==> src/rtl/cpu_clk_pkg.sv <==
// Shared definitions for the CPU clock-enable controller: mode encodings and step FSM states.
package cpu_clk_pkg;

    typedef enum logic [1:0] {
        MODE_HALT = 2'b00,
        MODE_RUN  = 2'b01,
        MODE_STEP = 2'b10,
        MODE_RSVD = 2'b11
    } mode_e;

    typedef enum logic [1:0] {
        ST_IDLE     = 2'b00,
        ST_STEPPING = 2'b01,
        ST_DONE     = 2'b10
    } state_e;

endpackage

==> src/rtl/clk_div_chan.sv <==
// One clock-enable channel: counts enabled cycles and strobes once every div+1 of them.
module clk_div_chan #(
    parameter int DIV_W = 8
) (
    input  logic             clk,
    input  logic             rst_n,
    input  logic             run_en,
    input  logic [DIV_W-1:0] div,
    output logic             ce
);

    logic [DIV_W-1:0] cnt;

    // A divider lowered below cnt lets cnt run up to all-ones and wrap silently.
    always_ff @(posedge clk or negedge rst_n) begin
        if (!rst_n) begin
            cnt <= '0;
            ce  <= 1'b0;
        end else if (run_en) begin
            ce  <= (cnt == div);
            cnt <= (cnt == div) ? '0 : cnt + 1'b1;
        end else begin
            ce  <= 1'b0;
        end
    end

endmodule

==> src/rtl/cpu_clk_ctrl.sv <==
// CPU clock-enable controller: free-running RUN mode or counted STEP bursts,
// feeding NCH divided enable channels and an enabled-cycle counter.
module cpu_clk_ctrl
    import cpu_clk_pkg::*;
#(
    parameter int NCH    = 2,
    parameter int DIV_W  = 8,
    parameter int STEP_W = 16,
    parameter int CNT_W  = 32
) (
    input  logic                 clk,
    input  logic                 rst_n,
    input  logic [1:0]           mode_i,
    input  logic                 step_req_i,
    input  logic [STEP_W-1:0]    step_cnt_i,
    input  logic [NCH*DIV_W-1:0] div_i,
    output logic [NCH-1:0]       ce_o,
    output logic                 busy_o,
    output logic                 done_o,
    output logic [CNT_W-1:0]     cycle_cnt_o
);

    state_e            state_q, state_n;
    logic [STEP_W-1:0] rem_q, rem_n;
    logic              is_run, is_step, run_en;

    assign is_run  = (mode_i == MODE_RUN);
    assign is_step = (mode_i == MODE_STEP);

    // Leaving STEP mid-burst makes the aborting edge a non-enabled cycle, even if the new mode is RUN.
    assign run_en = (state_q == ST_STEPPING) ? is_step : is_run;

    assign busy_o = (state_q == ST_STEPPING);
    assign done_o = (state_q == ST_DONE);

    always_ff @(posedge clk or negedge rst_n) begin
        if (!rst_n) begin
            state_q <= ST_IDLE;
            rem_q   <= '0;
        end else begin
            state_q <= state_n;
            rem_q   <= rem_n;
        end
    end

    always_comb begin
        state_n = state_q;
        rem_n   = rem_q;
        case (state_q)
            ST_IDLE: begin
                if (is_step && step_req_i) begin
                    if (step_cnt_i != '0) begin
                        state_n = ST_STEPPING;
                        rem_n   = step_cnt_i;
                    end else begin
                        state_n = ST_DONE;
                    end
                end
            end
            ST_STEPPING: begin
                if (!is_step) begin
                    state_n = ST_IDLE;
                    rem_n   = '0;
                end else begin
                    rem_n = rem_q - 1'b1;
                    if (rem_q == STEP_W'(1)) begin
                        state_n = ST_DONE;
                    end
                end
            end
            ST_DONE: begin
                state_n = ST_IDLE;
            end
            default: begin
                state_n = ST_IDLE;
                rem_n   = '0;
            end
        endcase
    end

    always_ff @(posedge clk or negedge rst_n) begin
        if (!rst_n) begin
            cycle_cnt_o <= '0;
        end else if (run_en) begin
            cycle_cnt_o <= cycle_cnt_o + 1'b1;
        end
    end

    for (genvar k = 0; k < NCH; k++) begin : g_chan
        clk_div_chan #(
            .DIV_W(DIV_W)
        ) u_chan (
            .clk   (clk),
            .rst_n (rst_n),
            .run_en(run_en),
            .div   (div_i[k*DIV_W +: DIV_W]),
            .ce    (ce_o[k])
        );
    end

endmodule

==> config.mk <==
export PLATFORM = sky130hd
export DESIGN_NAME = cpu_clk_ctrl
export DESIGN_NICKNAME = d
export VERILOG_FILES = /design/src/rtl/cpu_clk_pkg.sv /design/src/rtl/clk_div_chan.sv /design/src/rtl/cpu_clk_ctrl.sv
export SDC_FILE = /design/constraint.sdc
export NUM_CORES = 1
export LEC_CHECK = 0
export CAP_MARGIN = 20
export CORE_UTILIZATION = 58
export CTS_BUF_LIST = sky130_fd_sc_hd__clkbuf_4
export DETAILED_ROUTE_END_ITERATION = 10
export PLACE_DENSITY = 0.87
export SLEW_MARGIN = 15
export SYNTH_ARGS = -nofsm -noshare
export SYNTH_HDL_FRONTEND = slang
export SYNTH_SLANG_ARGS = --single-unit
export TNS_END_PERCENT = 50
==> constraint.sdc <==
create_clock -name clk -period 4.5 [get_ports clk]
set_input_delay 1.125 -clock clk [delete_from_list [all_inputs] [get_ports clk]]
set_output_delay 1.125 -clock clk [all_outputs]
set_load 0.03 [all_outputs]
### Signal metal coverage by tile, run 1

The die is cut into 16 by 16 equal tiles; black is low, pale yellow is high, scaled to the fullest tile. Values are wire area over tile area, all layers added.
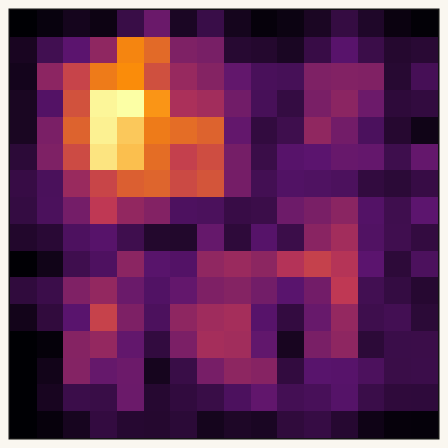
The mean over all tiles is 0.21. 4.7% of the tiles are nearly empty. The fullest tile reaches 0.81. 12% of the tiles are over half the peak.
routed len/inst: 15.9 µm
GRT Total Usage: 0.278

### Sequential cells grouped by signal name, run 1

Other sequential cells in the stronger gray, the rest of the logic in the fainter gray.
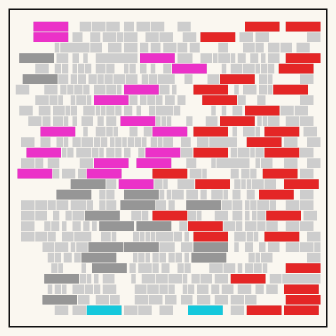
rem_q: marked magenta, flops 16. cycle_cnt_o: marked red, flops 32. g_chan.u_chan.ce: marked cyan, flops 2.

### Port wiring, run 1

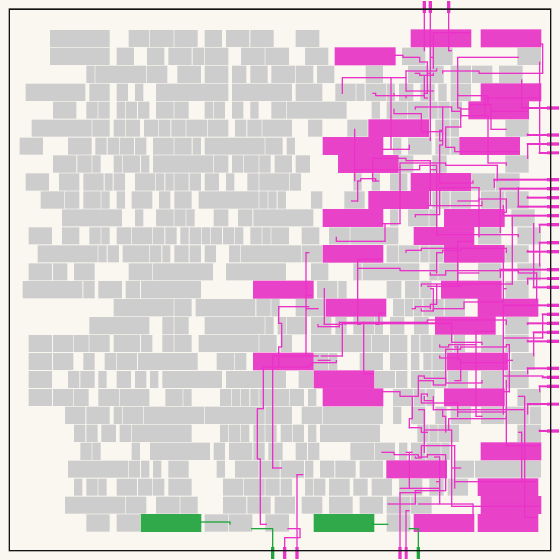
cycle_cnt_o: marked magenta, direction output, edge 25 right, 4 bottom, 3 top, end cells 32, buffers 32, wire 1,260 µm. ce_o: marked green, direction output, edge bottom, end cells 2, buffers 2, wire 18.0 µm.
count of input and output buffers: 72
I/O pins: 73

==> results.toml, run 1 <==
# implementation run metrics
[yosys]
edf_count = 0
synth.most_common_cell = "dfrtp_1"
synth_seq_share = 0.460
ys_cells = 387

[floorplan]
dieArea_um2 = 6700
die_x_um = 81.8

[power_and_ir_drop]
sequentialPowerShare = 0.501
p_sw_mw = 0.592
switching_share = 0.350

[sta]
relSlewSlack = 0.371
setup_viol = 0
rsz0062_at_grt = "false"
hold_ws_ns = 0.471

[clock_network]
ctsHoldBuffers = 0
cts_max_path_buffers = 2
path_clk_slew_ns = 0.10
clock_sinks = 68
cts_max_level = 3

[detailed_routing]
antenna_left = 0
wl_um = 8620
routed.top_layer = "met4"

[worst_hold_path]
min_to = "cycle_cnt_o[31]$_DFFE_PN0P_"
min_from = "cycle_cnt_o[31]$_DFFE_PN0P_"

[final_layout]
flop_area_um2 = 1700
antenna_cells = 0
area_growth_pct = 24.8
comb_area_um2 = 1910
fill_cells = 435
drive_gt1_frac = 0.0536

[critical_path]
crit_path_end_kind = "output pin"
cp.depth = 2
worstReg2RegEnd = "rem_q[8]$_DFFE_PN0P_"
worstSetupStartpoint = "state_q[0]$_DFFE_PN0P_"
crit_buf_inv = 1
reg2regPathDepth = 7

[run_status]
status = "finished, final reports clean"

[global_route]
grt_overflow = 0
grt_first_pass_wirelength_um = 14100
-- run 1: placed cells by master, fill, tap and decap left out, types with 10 or more instances in the layout --
master | Yosys | routed
clkdlybuf4s50_1 | 0 | 71
dfrtp_1 | 68 | 68
xnor2_1 | 39 | 39
nand2_1 | 39 | 39
nor2_1 | 33 | 33
o21ai_0 | 33 | 33
nand4_1 | 16 | 16
nor3_1 | 15 | 15
nand3_1 | 15 | 15
a21oi_1 | 11 | 11
xor2_1 | 11 | 11
and3_1 | 10 | 10
clkbuf_4 | 0 | 10
-- run 1: final cells by class --
type,count,area share
multi-input combinational,301,0.414
sequential,68,0.369
timing repair buffer,76,0.166
tap,75,0.0203
clock buffer,10,0.0163
clock inverter,4,0.00922
inverter,7,0.00569
-- run 1: flip-flops by register name, summed over array words and instances, names as in the netlist --
name / count
state_q: 2
g_chan.u_chan.ce: 2
cycle_cnt_o: 32
g_chan.u_chan.cnt: 16
rem_q: 16
-- run 1: kinds of logic (layout without fill, tap and decap cells) --
| group | count (synthesis) | count (layout) | synth area share |
|---|---|---|---|
| AND-OR/OR-AND | 76 | 76 | 0.127 |
| XOR/XNOR | 50 | 50 | 0.118 |
| adder cells (fa/ha/maj) | 5 | 5 | 0.0169 |
| buffers and inverters | 18 | 97 | 0.0230 |
| flip-flops | 68 | 68 | 0.460 |
| multiplexers | 5 | 5 | 0.0142 |
| AND/OR/NAND/NOR | 165 | 165 | 0.240 |
-- run 1: power groups by stage --
stage                     clock, mW  combinational [mW]  sequential, mW
final                         0.367               0.477           0.848
after global routing          0.405               0.522           0.866
after CTS                     0.375               0.474           0.843
after detailed placement          0               0.472           0.854
after global placement            0               0.456           0.852
after floorplan                   0               0.267           0.871
==> run 2: changes to the inputs <==
CORE_UTILIZATION = 48   (was 58)
PLACE_DENSITY = 0.77   (was 0.87)
clock period = 2.71 ns   (was 4.5 ns; I/O delays follow)
### Cell outlines without signal wires, run 2

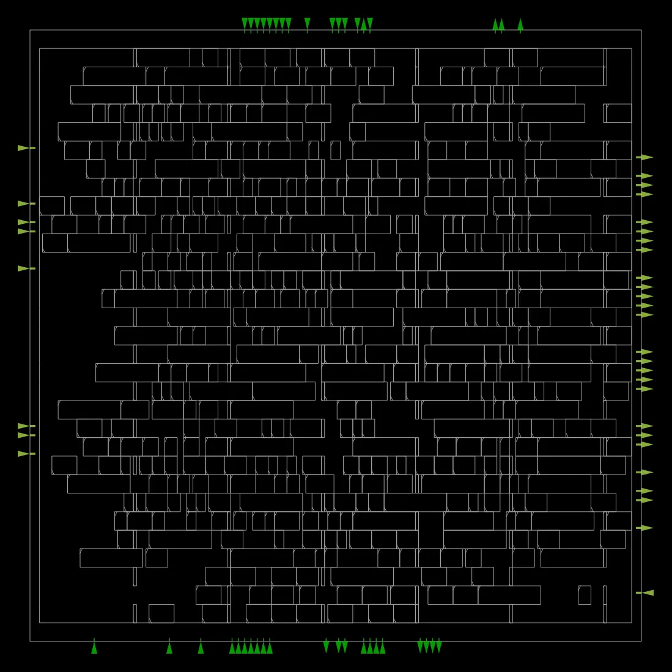
Core ar.: 7330 µm²
tap cell count: 99
Non-Filler Instances: 574
Fillers: 582

==> run 2 against run 1 <==
Wire length fell by 1.4%; sequential share of layout area decreased by 1.3 points; area after synthesis unchanged; die area grew 20%; global-route usage shrank 5.7 points; utilization fell by 11 points; clock power went up to 2.5 times the previous value; combinational power grew 67%; non-clock buffer count rose by 7; largest cell class unchanged.
==> results.toml, run 2 <==
# implementation run metrics
[yosys]
synth_seq_share = 0.460

[global_route]
grt_overflow = 0
grt_first_pass_wirelength_um = 14500

[clock_network]
path_clk_slew_ns = 0.12
cts_max_path_buffers = 2
clock_sinks = 68
ctsHoldBuffers = 0
cts_max_level = 3

[run_status]
status = "finished, final reports clean"

[detailed_routing]
antenna_left = 0
wl_um = 8510

[final_layout]
non_clock_inverter_count = 7
nClkBuffers = 10
antenna_cells = 0
sh_seq_area = 0.356
mostFrequentLayoutCell = "clkdlybuf4s50_1"
mostFrequentLayoutCells = "clkdlybuf4s50_1, dfrtp_1, xnor2_1, nand2_1"
top_regs = "cycle_cnt_o (32), g_chan.u_chan.cnt (16), rem_q (16)"
largest_reg_flops = 32

[sta]
hold_ws_ns = 0.264
rsz0062_at_grt = "false"
setup_viol = 0

[floorplan]
dieArea_um2 = 8060
die_x_um = 89.8

[power_and_ir_drop]
sequentialPowerShare = 0.449
p_sw_mw = 1.01

[critical_path]
crit_buf_inv = 1
crit_path_end_kind = "output pin"

[placement]
io_buffers = 72
==> run 2: path summary, 6_finish.rpt <==
kind	slack (ns)	startpoint	depth (start not counted)	to
max in group asynchronous	1.80	rst_n	2	rem_q[15]$_DFFE_PN0P_
max reg2reg	0.77	state_q[0]$_DFFE_PN0P_	6	g_chan[0].u_chan.cnt[0]$_DFFE_PN0P_
max	0.14	state_q[0]$_DFFE_PN0P_	2	busy_o
min in group clk	0.48	cycle_cnt_o[31]$_DFFE_PN0P_	1	cycle_cnt_o[31]$_DFFE_PN0P_
min	0.26	rst_n	1	cycle_cnt_o[6]$_DFFE_PN0P_
min reg2reg	0.48	cycle_cnt_o[31]$_DFFE_PN0P_	1	cycle_cnt_o[31]$_DFFE_PN0P_
==> run 2: kinds of logic after synthesis <==
kind of cell	share of synthesized area
AOI/OAI and AO/OA	0.127
xor gates and xnor gates	0.118
adders and majority gates	0.0169
buffers and inverters	0.0230
DFF	0.460
muxes	0.0142
and+or+nand+nor	0.240
==> run 2: worst register-to-register path, stage by stage (launching register included) <==
cell and delay [ns]:
dfrtp_1 0.50, nor2b_1 0.26, o21a_1 0.23, buf_4 0.27, buf_4 0.21, nor2_1 0.09
mux2_2 0.28
==> run 2: power by group through the flow <==
stage                     sequential (mW)  clock [mW]  combinational, mW
after CTS                            1.40       0.959              0.800
after global routing                 1.44        1.01              0.877
after detailed placement             1.42           0              0.792
final                                1.41       0.933              0.798
after floorplan                      1.45           0              0.444
after global placement               1.42           0              0.769
==> run 2: per-layer routing <==
layer,GRT usage,share of wire,vias to the layer above
met5,0,0,-
met4,0.0943,0.018,0
met3,0.0305,0.045,16
met2,0.362,0.49,100
met1,0.293,0.44,1522
li1,-,-,1565
==> run 3: changes to the inputs <==
SLEW_MARGIN = unset   (was 15)
### Cell outlines without signal wires, run 3

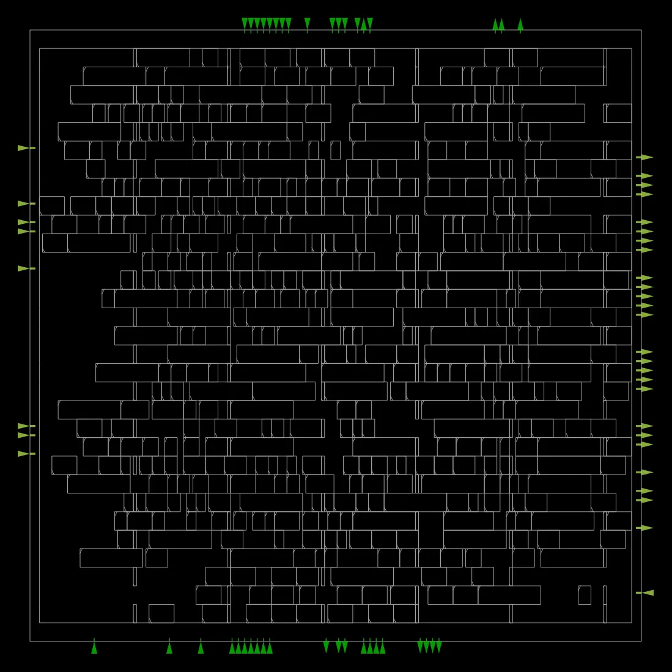
sequential share of cell area: 0.356
flop count: 68
Rows: 31
post-layout util: 0.653

==> run 3 against run 2 <==
Wire length unchanged; utilization is the same; cell count unchanged; critical endpoint unchanged; highest routed layer unchanged; largest power group unchanged; area after synthesis did not move.
==> results.toml, run 3 <==
# implementation run metrics
[clock_network]
ctsHoldBuffers = 0
cts_max_path_buffers = 2
path_clk_slew_ns = 0.12

[final_layout]
fill_cells = 582
mostFrequentLayoutCell = "clkdlybuf4s50_1"
finalNonFillerCells = 574

[power_and_ir_drop]
powerComb_mw = 0.798
power_clock_mw = 0.933

[yosys]
synthAdderAreaFrac = 0.0169
synth_seq_share = 0.460
ys_sh_xor = 0.118
yosys.area_share.simple = 0.240
ys_sh_mux = 0.0142

[global_route]
grt_overflow = 0

[detailed_routing]
antenna_left = 0

[floorplan]
dieArea_um2 = 8060
coreArea_um2 = 7330

[critical_path]
crit_buf_inv = 1

[run_status]
status = "finished, final reports clean"

[sta]
rsz0062_at_grt = "false"
hold_ws_ns = 0.264
[run 3: path summary, 6_finish.rpt]
| kind | startpoint | endpoint | depth (start not counted) |
|---|---|---|---|
| min | rst_n | cycle_cnt_o[6]$_DFFE_PN0P_ | 1 |
| max reg2reg | state_q[0]$_DFFE_PN0P_ | g_chan[0].u_chan.cnt[0]$_DFFE_PN0P_ | 6 |
| min reg2reg | cycle_cnt_o[31]$_DFFE_PN0P_ | cycle_cnt_o[31]$_DFFE_PN0P_ | 1 |
| max | state_q[0]$_DFFE_PN0P_ | busy_o | 2 |
| max in group asynchronous | rst_n | rem_q[15]$_DFFE_PN0P_ | 2 |
| min in group clk | cycle_cnt_o[31]$_DFFE_PN0P_ | cycle_cnt_o[31]$_DFFE_PN0P_ | 1 |
[run 3: layout make-up]
class	instances	area (µm²)	share of cell area
clock buffers	10	75.1	0.0157
repair buffers	83	811	0.170
well taps	99	124	0.0259
multi-input cells	301	1910	0.399
clock inverters	6	136	0.0285
flip-flops and latches	68	1700	0.356
inverters	7	26.3	0.00549
[run 3: kinds of logic (layout without fill, tap and decap cells)]
group / count (synthesis) / after routing
adders and majority gates: 5 / 5
muxes: 5 / 5
and+or+nand+nor: 165 / 165
xor gates and xnor gates: 50 / 50
DFF: 68 / 68
AOI/OAI and AO/OA: 76 / 76
buffers and inverters: 18 / 106
[run 3: metal layers]
metal	wire, µm	GRT usage
met5	0	0
met3	382	0.0305
met1	3780	0.293
met2	4190	0.362
met4	157	0.0943
[run 3: through the flow]
stage | util | setup WS, ns
after CTS | 0.653 | 0.128
after floorplan | - | 0.735
after detailed placement | 0.624 | 0.180
after global placement | 0.624 | 0.204
final | 0.653 | 0.137
after global routing | 0.653 | 0.0297
Power and IR drop assume default switching activity.
